Figure 1. Cell outlines without signal wires.
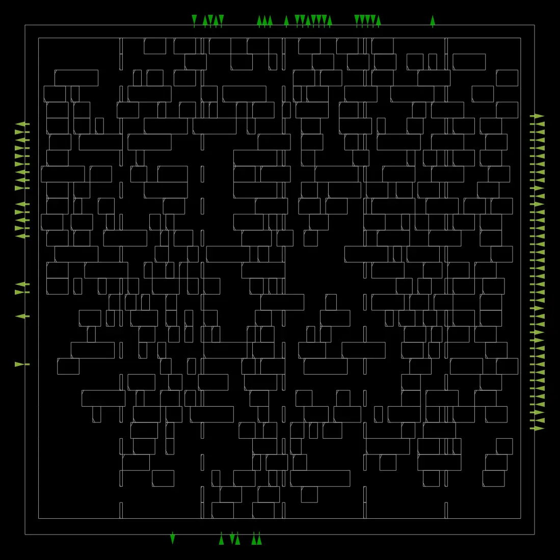
Figure 2. Cell classes on the final placement.
Fill, decap, tap and diode cells in gray.
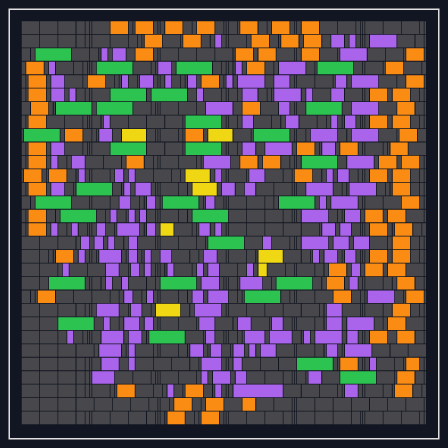
Figure 3. The metal 2 layer.
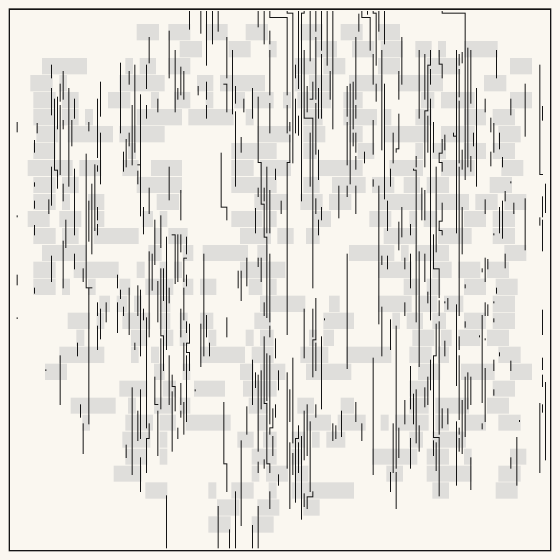
File: config.mk
export PLATFORM = sky130hd
export DESIGN_NAME = alu_rr_scheduler
export DESIGN_NICKNAME = d
export VERILOG_FILES = /design/src/rtl/alu_sched_pkg.sv /design/src/rtl/alu_rr_pick.sv /design/src/rtl/alu_rr_scheduler.sv
export SDC_FILE = /design/constraint.sdc
export NUM_CORES = 1
export LEC_CHECK = 0
export CAP_MARGIN = 40
export CELL_PAD_IN_SITES_DETAIL_PLACEMENT = 1
export CELL_PAD_IN_SITES_GLOBAL_PLACEMENT = 1
export CORE_MARGIN = 2
export CORE_UTILIZATION = 28
export DETAILED_ROUTE_END_ITERATION = 7
export PLACE_DENSITY_LB_ADDON = 0.3
export SYNTH_ARGS = -nofsm -noshare
export SYNTH_HDL_FRONTEND = slang
export SYNTH_SLANG_ARGS = --single-unit
File: constraint.sdc
create_clock -name clk -period 6 [get_ports clk]
set_clock_uncertainty 0.05 [all_clocks]
set_input_delay 0.9 -clock clk [delete_from_list [all_inputs] [get_ports clk]]
set_output_delay 0.9 -clock clk [all_outputs]
set_load 0.02 [all_outputs]
File: src/rtl/alu_sched_pkg.sv
// Shared types and constants for the round-robin ALU scheduler.
package alu_sched_pkg;
    localparam int OPW  = 4;
    localparam int CTLW = 2;
    localparam int RESW = 9;

    // Only multiply is long-running; every other opcode is add-class.
    localparam logic [CTLW-1:0] OP_ADD = 2'd0;
    localparam logic [CTLW-1:0] OP_MUL = 2'd2;

    typedef enum logic [1:0] {IDLE, ISSUE, WAIT, RESP} state_e;

    typedef struct packed {
        logic [OPW-1:0]  data1;
        logic [OPW-1:0]  data2;
        logic [CTLW-1:0] control;
    } alu_op_t;
endpackage

File: src/rtl/alu_rr_pick.sv
// Combinational round-robin picker: first set request after ptr, wrapping.
module alu_rr_pick
    import alu_sched_pkg::*;
#(
    parameter int NUM_REQ = 4,
    parameter int ID_W    = $clog2(NUM_REQ)
) (
    input  logic [NUM_REQ-1:0] req,
    input  logic [ID_W-1:0]    ptr,
    output logic               any,
    output logic [ID_W-1:0]    winner
);
    logic [ID_W-1:0] idx;

    // Walk NUM_REQ slots starting just past ptr; the first hit wins.
    always_comb begin
        any    = 1'b0;
        winner = '0;
        idx    = ptr;
        for (int k = 0; k < NUM_REQ; k++) begin
            idx = (idx == ID_W'(NUM_REQ - 1)) ? '0 : idx + ID_W'(1);
            if (req[idx] && !any) begin
                any    = 1'b1;
                winner = idx;
            end
        end
    end
endmodule

File: src/rtl/alu_rr_scheduler.sv
// Shares one multi-cycle ALU among NUM_REQ requesters with round-robin
// arbitration, a completion timeout and a tagged response channel.
module alu_rr_scheduler
    import alu_sched_pkg::*;
#(
    parameter int NUM_REQ = 4,
    parameter int ID_W    = $clog2(NUM_REQ),
    parameter int TIMEOUT = 15
) (
    input  logic                    clk,
    input  logic                    reset,
    input  logic [NUM_REQ-1:0]      req_valid,
    output logic [NUM_REQ-1:0]      req_ready,
    input  logic [NUM_REQ*OPW-1:0]  req_data1,
    input  logic [NUM_REQ*OPW-1:0]  req_data2,
    input  logic [NUM_REQ*CTLW-1:0] req_control,
    output logic                    rsp_valid,
    input  logic                    rsp_ready,
    output logic [ID_W-1:0]         rsp_id,
    output logic [RESW-1:0]         rsp_result,
    output logic                    rsp_err,
    output logic                    alu_valid,
    output logic [OPW-1:0]          alu_data1,
    output logic [OPW-1:0]          alu_data2,
    output logic [CTLW-1:0]         alu_control,
    input  logic                    alu_ready,
    input  logic [RESW-1:0]         alu_result,
    output logic                    busy
);
    localparam int CNT_W = $clog2(TIMEOUT + 1);

    state_e                        state_q, state_d;
    logic [ID_W-1:0]               ptr_q, ptr_d;
    logic [ID_W-1:0]               id_q, id_d;
    alu_op_t                       op_q, op_d;
    logic [CNT_W-1:0]              cnt_q, cnt_d;
    logic [RESW-1:0]               res_q, res_d;
    logic                          err_q, err_d;

    logic                          pick_any;
    logic [ID_W-1:0]               pick_idx;
    logic [NUM_REQ-1:0][OPW-1:0]   d1_a, d2_a;
    logic [NUM_REQ-1:0][CTLW-1:0]  ctl_a;

    assign d1_a  = req_data1;
    assign d2_a  = req_data2;
    assign ctl_a = req_control;

    alu_rr_pick #(.NUM_REQ(NUM_REQ), .ID_W(ID_W)) u_pick (
        .req    (req_valid),
        .ptr    (ptr_q),
        .any    (pick_any),
        .winner (pick_idx)
    );

    assign alu_valid   = (state_q == ISSUE);
    assign alu_data1   = op_q.data1;
    assign alu_data2   = op_q.data2;
    assign alu_control = op_q.control;
    assign rsp_valid   = (state_q == RESP);
    assign rsp_id      = id_q;
    assign rsp_result  = res_q;
    assign rsp_err     = err_q;
    assign busy        = (state_q != IDLE);

    // Next-state logic; grants are only ever raised from IDLE.
    always_comb begin
        state_d   = state_q;
        ptr_d     = ptr_q;
        id_d      = id_q;
        op_d      = op_q;
        cnt_d     = cnt_q;
        res_d     = res_q;
        err_d     = err_q;
        req_ready = '0;
        case (state_q)
            IDLE: begin
                if (pick_any) begin
                    req_ready[pick_idx] = 1'b1;
                    ptr_d   = pick_idx;
                    id_d    = pick_idx;
                    op_d    = '{data1: d1_a[pick_idx], data2: d2_a[pick_idx],
                                control: ctl_a[pick_idx]};
                    state_d = ISSUE;
                end
            end
            ISSUE: begin
                // A stalled ALU here is still finishing an abandoned op.
                if (alu_ready) begin
                    cnt_d   = '0;
                    state_d = WAIT;
                end
            end
            WAIT: begin
                if (alu_ready) begin
                    res_d   = alu_result;
                    err_d   = 1'b0;
                    state_d = RESP;
                end else if (cnt_q == CNT_W'(TIMEOUT - 1)) begin
                    res_d   = '0;
                    err_d   = 1'b1;
                    state_d = RESP;
                end else begin
                    cnt_d = cnt_q + CNT_W'(1);
                end
            end
            RESP: begin
                if (rsp_ready) state_d = IDLE;
            end
            default: state_d = IDLE;
        endcase
    end

    // State registers with synchronous reset; pointer starts so requester 0 wins first.
    always_ff @(posedge clk) begin
        if (reset) begin
            state_q <= IDLE;
            ptr_q   <= ID_W'(NUM_REQ - 1);
            id_q    <= '0;
            op_q    <= '0;
            cnt_q   <= '0;
            res_q   <= '0;
            err_q   <= 1'b0;
        end else begin
            state_q <= state_d;
            ptr_q   <= ptr_d;
            id_q    <= id_d;
            op_q    <= op_d;
            cnt_q   <= cnt_d;
            res_q   <= res_d;
            err_q   <= err_d;
        end
    end
endmodule

==> run notes <==
yosys + openroad results -> outcome finished, final reports clean, Slew Limit Fails 0, die area 0.007487 mm2, Worst VDD drop 136.1 uV, Stages on worst setup path 6, FF-to-FF End alu_data1[3], # clk buffers 6, met1 Usage GRT 19.31%, clk ins delay skew pair 0.28 ns, Setup Fix Bufs, Post-CTS 0, Placed Area 0.002784 mm2, final hold violation count 0, Clock power frac 15.0%, logic area 0.001154 mm2, clk root buf clkbuf_8, DP HPWL 4.118 mm, Comb gates 143, cell count after synthesis 204, critical path fanouts, max 24, Pleak 0.9872 nW, P_clk 0.172 mW, logic share of the area 40.07%, FF-to-FF path depth 6, Top Layer Used met4, comb pwr 0.693 mW, top cells by area dfxtp_1 (31%), o221ai_2 (10%), a221oi_2 (7.9%), nor2_1 (4.9%), ha_1 (4.6%), crit path time final 4.381 ns, aoi share 34.51%, Hold Crit Endpoint rsp_id[1], switching power 0.5091 mW, Sequential Area 600.6 um2, Netlist Area Pre-Place 0.001907 mm2, adder-cell area share of the yosys netlist 4.593%, TritonCTS clock tree yes, Worst setup EP type output pin, Worst path top cell family by delay buffers and inverters, MUX area fraction 1.640%, yosys warns 0, hold path depth 2, final setup TNS 0 ns, yosys cell count 204, Most Used Layer, Global Route met2, Worst Path Required 5.05 ns, Logic pwr share 60.5%, Sequential Power 0.280 mW, dominant cell type by area after synthesis dfxtp_1, Signal inverters 17, dominant logic cell type in the layout clkdlybuf4s50_1, Distinct cells, synth 39, routed len/inst 15.53 um, drt pass-1 iters 4, Area growth syn-to-layout 50.98%, Worst Setup Slack, final 1.620 ns, NonClk Buf Share 30.07%, cts bufs inserted 5, sw frac 44.47%, CP Launch Type input pin, max frequency 228.3 MHz, Filler cells 796, initial antenna violation count 0, first-pass GRT wire length 8.990 mm, Int Power 0.6357 mW, metal3 WL 412 um, gpl congestion 0.8484, heaviest power group combinational cells, final antenna-violating net count 0, dominant class by area combinational gates, Setup crit end req_ready[2], cts hold-fix bufs 0, number of synthesized flops with an enable pin 0, Synth top area share 31.50%, unrepaired setup endpoints after global routing false, post-place setup slack 1.631 ns, cell with the most instances after synthesis dfxtp_1, highest cell delay on the worst timing path 0.62 ns, placed cell count 357, CP bufs+invs 2, width of the die 86.53 um, port buffer count 85, Avg Cell Area, Syn 9.347 um2, # setup viols final 0, aggregate global routing overflow 0, global-route total usage across every layer 14.87%, main flop type dfxtp_1, GR Util met3 4.190%, Pwr Total 1.145 mW, post-cts sizing count 0, DR DRC count 0, main logic family after synthesis AND-OR/OR-AND gates, syn nets 268, register share after synthesis 31.50%, Max transition margin 47.12%, max reg flops 9, I/O pin count 86, CP arrival 3.43 ns, and+or+nand+nor area frac 19.75%, Hold Path Origin rsp_id[1], non-filler instance count after layout 365, tool warnings 30, Slowest cell on crit path clkdlybuf4s50_1, Detailed Route Iter0 Violations 62, worst hold path type reg -> reg, ant diodes 0, Clock Sinks 30, Clock buf/inv share 3.303%, Signal buffers 87, WS Path Type in -> out, CP Launch Point req_valid[1], DR WL met2 2.544 mm, reg2reg start ptr_q[0], PwrDens 397.6 mW/mm2, clock slew at reported path FFs 0.07 ns, Worst Tran Pin Value 0.7932 ns, Post-synth regs 30, met1 wire length 2.683 mm, number of global-route vias before repair 1877, Async SR Flop Fraction 0%
## Picture notes: Figure 1
row cnt: 30
flop share of the area: 20.86%
post-layout util: 43.09%
Flop Count: 30
Core Footprint: 0.006681 mm2

## Picture notes: Figure 2
purple -> remaining logic cells  # cells 160
yellow -> clock drivers and dummy loads  # cells 8
green -> registers  # cells 30
orange -> remaining buffers and delay cells  # cells 87
design area: 0.002879 mm2

## Picture notes: Figure 3
main direction = vertical
longest straight run = 35.4 um
wire length on this layer = 2540 um
share of all routed wire = 45%
met2 usage: 24.55%
total number of vias: 1889
drt total wl: 5.670 mm

Power is estimated from default activity; no workload was simulated.
